Design mul_div_unit, sky130hd; sources not shown.
==> run_1/util_map.png <==
Scale bar: 20 um. The die is cut into 12 by 12 equal tiles; black is low, pale yellow is high, 0 to 100% covered.
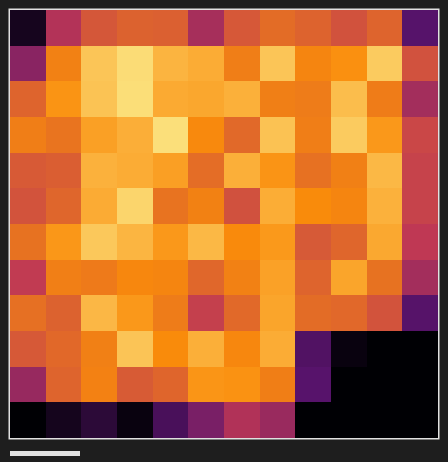
- fullest tile: 93%
- emptiest ninth of the die: bottom right
- tiles over 75% full: 33%
- nearly empty tiles: 6.9%
- mean over tiles: 62%
Final Core Density: 68.7%
Core Area: 13,800 um2
Pre-Place Util: 58.1%

==> run_1/m2.png <==
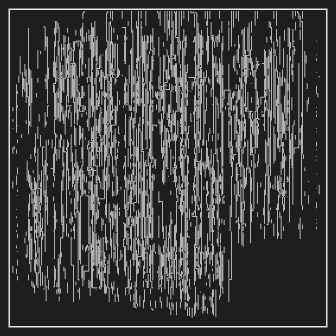
- main direction: vertical
- share of all routed wire: 48%
- longest straight run: 51.3 um
- wire length on this layer: 9,770 um
met2 GRT Util: 47.5%
routed via count: 7,142
WL final: 20,300 um

==> run_1/m1.png <==
Scale bar: 20 um.
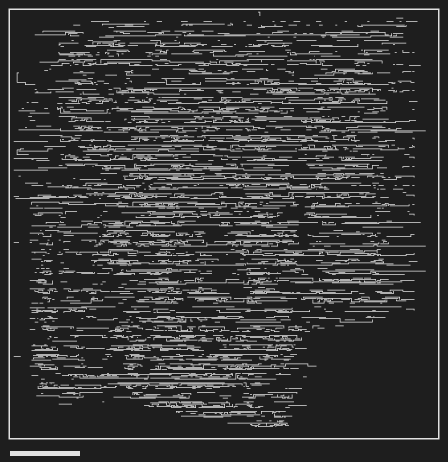
- longest straight run: 38.6 um
- nets with wire on the layer: 996
- wire length on this layer: 8,770 um
- main direction: horizontal
- share of all routed wire: 43%
met1 Resource Use GR: 37.6%

==> run_1/route_heat.png <==
Scale bar: 20 um. The die is cut into 25 by 25 equal tiles; black is low, pale yellow is high, scaled to the fullest tile. Values are wire area over tile area, all layers added.
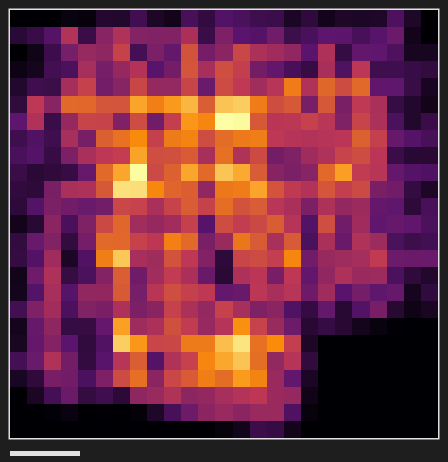
- nearly empty tiles: 12%
- mean over tiles: 0.22
- densest ninth of the die: middle
WL per Instance: 17.0 um
gr usage total: 28.5%

==> flow_summary_export.csv, run 1 <==
group,metric,value,unit
die,die_width,123,um
critical_path,path_cells,"inv_1 -> ha_1 -> fa_1 -> nor2b_1 -> o31a_1 -> o2111ai_1 -> nand3_1 -> a31oi_1 -> nor3_4 -> mux2_1 -> a31oi_1",
final_layout,top_area_cell_class,"multi-input combinational cells",
place,hpwlAfterDp,14900,um
grt,grt_pass1_vias,6774,
drt,wl_met3,1290,um
run_status,violations,"hold timing",
sta,hold_viol_final,3,
run_status,status,"finished with violations",
synth,synthMuxAreaShare,7.31,%
sta,holdWs,-0.00464,ns
final_layout,lay_top_cells,"nand2_1, dfrtp_1, clkdlybuf4s50_1",
worst_hold_path,hold_path_class,"primary input to asynchronous set/reset pin",
synth,ys_ff,111,
final_layout,combGateArea,4900,um2
grt,grt_pass1_wl,33400,um
cts,insertion_delay,0.36,ns
final_layout,flop_area,2780,um2
critical_path,r2r_setup_slack,0.33,ns
sta,rsz0062_at_grt,"no",
final_layout,syn_to_final_growth,18.2,%
die,io_pins,97,
final_layout,inverters,47,
cts,clockBufferDepth,2,
drt,highest_layer,"met4",
critical_path,cpLargestDelayFamily,"simple AND/OR/NAND/NOR gates",
die,dieArea,15000,um2
synth,synth_stat.cells,941,
die,nWellTaps,180,
critical_path,max_stage_delay,0.50,ns
synth,synth_chip_area,8010,um2
synth,netlist_instances,941,
place,pre_cts_slack,-0.162,ns
place,place_area,9130,um2
sta,fin_ws,0.328,ns
place,routabilityCongestion,0.958,
critical_path,cp_common_cell,"a31oi_1",
==> run_1/congestion_map.png <==
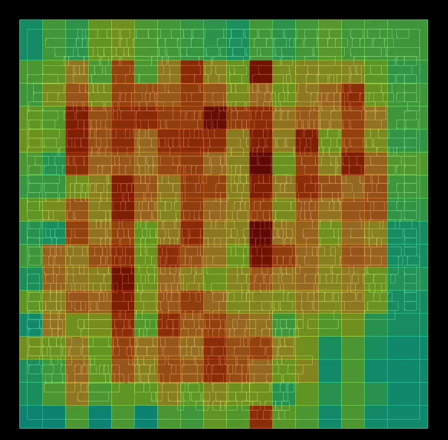

--- run 2 (diff from run 1) ---
--- a/config.mk
+++ b/config.mk
@@ -10,6 +10,7 @@
 export CORE_UTILIZATION = 57
 export DETAILED_ROUTE_END_ITERATION = 10
 export GPL_TIMING_DRIVEN = 0
+export MAX_ROUTING_LAYER = met4
 export PLACE_DENSITY = 0.81
 export REMOVE_ABC_BUFFERS = 1
 export SYNTH_ARGS = -nofsm -noshare
==> run_2/congestion_map.png <==
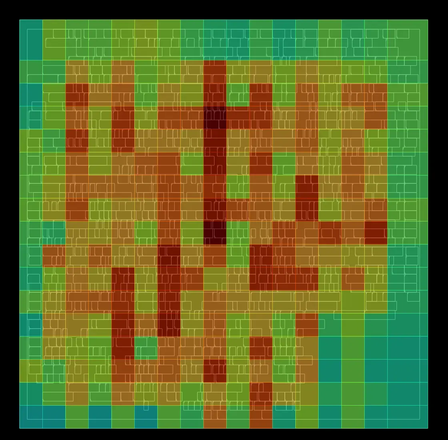
WL per Instance: 16.7 um
grt peak-use layer: met2

==> run 2 against run 1 <==
Effect of this change:
- the flow now finishes without violations
- sequential cell count stayed put
- via count about the same
- core utilization down 0.31 points
- global-route usage increased by 0.12 points
- first-iteration DRC count shrank 14%
- highest routed layer unchanged
- critical path type unchanged
==> flow_summary_export.csv, run 2 <==
group,metric,value,unit
drt,highest_layer,"met4",
cts,clockBufferDepth,2,
sta,holdWs,0.00177,ns
sta,fin_ws,0.296,ns
die,fp_util,58.1,%
worst_hold_path,hold_path_class,"primary input to asynchronous set/reset pin",
final_layout,combGateArea,4900,um2
run_status,status,"complete, no violations",
grt,grt_pass1_wl,32800,um
final_layout,top_area_cell_class,"multi-input combinational cells",
die,io_pins,97,
drt,vias,7140,
critical_path,r2r_setup_slack,0.30,ns
final_layout,inverters,47,
synth,synth_stat.cells,941,
synth,synthMuxAreaShare,7.31,%
final_layout,lay_top_cells,"nand2_1, dfrtp_1, clkdlybuf4s50_1",
die,core_area,13800,um2
die,dieArea,15000,um2
place,hpwlAfterDp,15000,um
sta,rsz0062_at_grt,"no",
grt,grt_usage,28.6,%
drt,wl_met3,1360,um
synth,ys_ff,111,
critical_path,cpLargestDelayFamily,"simple AND/OR/NAND/NOR gates",
grt,grt_pass1_vias,6637,
sta,hold_viol_final,0,
grt,met1_usage,37.3,%
die,nWellTaps,180,
grt,grt_use_met2,44.8,%
critical_path,cp_common_cell,"a31oi_1",
final_layout,syn_to_final_growth,17.6,%
place,pre_cts_slack,-0.278,ns
==> run_2/util_map.png <==
Scale bar: 20 um. The die is cut into 12 by 12 equal tiles; black is low, pale yellow is high, 0 to 100% covered.
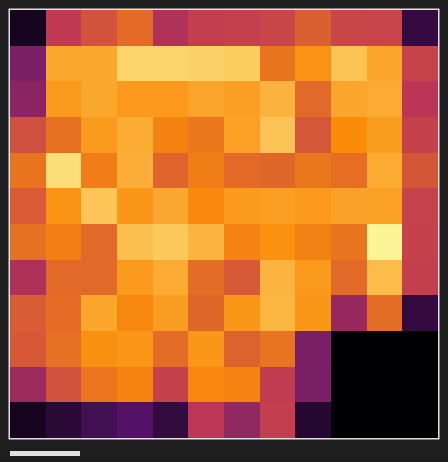
- nearly empty tiles: 6.2%
- fullest tile: 98%
- mean over tiles: 61%
- tiles over 75% full: 38%
Final Core Density: 68.4%

==> run_2/m1.png <==
Scale bar: 20 um.
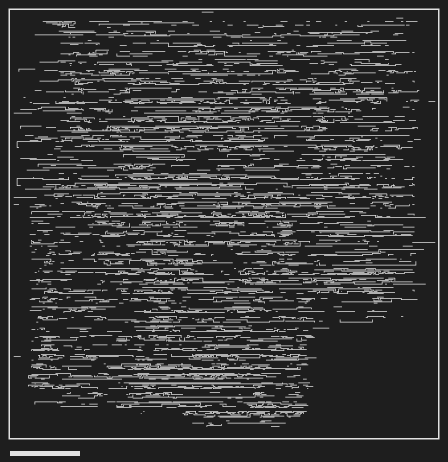

--- run 3 (diff from run 2) ---
--- a/config.mk
+++ b/config.mk
@@ -11,7 +11,7 @@
 export DETAILED_ROUTE_END_ITERATION = 10
 export GPL_TIMING_DRIVEN = 0
 export MAX_ROUTING_LAYER = met4
-export PLACE_DENSITY = 0.81
+export PLACE_DENSITY = 0.79
 export REMOVE_ABC_BUFFERS = 1
 export SYNTH_ARGS = -nofsm -noshare
 export SYNTH_HDL_FRONTEND = slang
==> constraint.sdc (replaced) <==
create_clock -name clk -period 3.82 [get_ports clk]
set_input_delay 0.382 -clock clk [delete_from_list [all_inputs] [get_ports clk]]
set_output_delay 0.382 -clock clk [all_outputs]
set_load 0.1 [all_outputs]
==> run_3/m1.png <==
Scale bar: 20 um.
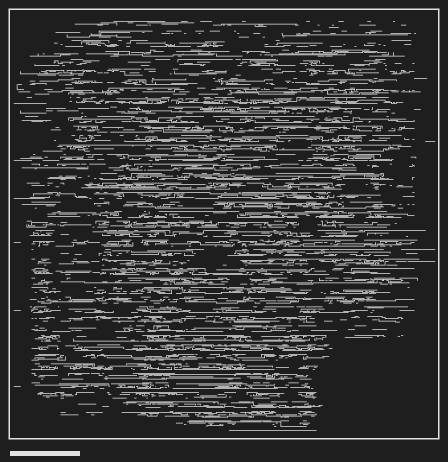
- main direction: horizontal
- share of all routed wire: 46%
- nets with wire on the layer: 999
- longest straight run: 36.6 um
- wire length on this layer: 9,280 um
met1 Resource Use GR: 38.9%
WL final: 20,400 um

==> run 3 against run 2 <==
Effect of this change:
- final area grew 0.13%
- core utilization grew 0.091 points
- register-to-register slack lost 0.04 ns
- synthesized cell count is the same
- area after synthesis is the same
- worst setup slack lost 0.040 ns
- wire length grew 2.0%
- maximum frequency shrank 1.1%
- sequential share of layout area is essentially flat
- sequential cell count is the same
==> flow_summary_export.csv, run 3 <==
group,metric,value,unit
synth,ys_ff,111,
die,die_width,123,um
synth,netlist_instances,941,
grt,grt_pass1_vias,6836,
final_layout,flop_area,2780,um2
critical_path,path_cells,"inv_1 -> ha_1 -> fa_1 -> nor2b_1 -> o31a_1 -> o2111ai_1 -> nand3_1 -> a31o_2 -> nand3_1 -> mux2_1 -> o21ai_1",
synth,synthMuxAreaShare,7.31,%
cts,clockBufferDepth,2,
critical_path,r2r_setup_slack,0.26,ns
run_status,status,"complete, no violations",
final_layout,top_area_cell_class,"multi-input combinational cells",
critical_path,cpLargestDelayFamily,"simple AND/OR/NAND/NOR gates",
final_layout,combGateArea,4900,um2
grt,grt_pass1_wl,33900,um
sta,hold_viol_final,0,
place,routabilityCongestion,0.912,
grt,grt_use_met2,47.5,%
sta,holdWs,0.0276,ns
cts,cts_sinks,111,
drt,wl_met3,1100,um
die,dieArea,15000,um2
critical_path,cp_common_cell,"nand3_1",
place,place_area,9130,um2
critical_path,max_stage_delay,0.49,ns
critical_path,critPathBufInv,1,
synth,synth_stat.cells,941,
die,fp_util,58.1,%
final_layout,inverters,47,
worst_hold_path,hold_path_class,"primary input to asynchronous set/reset pin",
sta,rsz0062_at_grt,"no",
place,hpwlAfterDp,15200,um
die,core_area,13800,um2
place,pre_cts_slack,-0.341,ns
grt,top_usage_layer,"met2",
final_layout,lay_top_cells,"nand2_1, dfrtp_1, clkdlybuf4s50_1",
==> run_3/route_heat.png <==
Scale bar: 20 um. The die is cut into 25 by 25 equal tiles; black is low, pale yellow is high, scaled to the fullest tile. Values are wire area over tile area, all layers added.
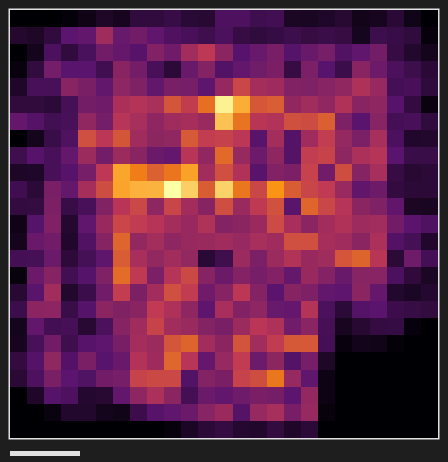
- mean over tiles: 0.22
- fullest tile: 0.73
- tiles over half the peak: 13%
- emptiest ninth of the die: bottom right
gr usage total: 29.4%
WL per Instance: 17.1 um
routed via count: 7,053

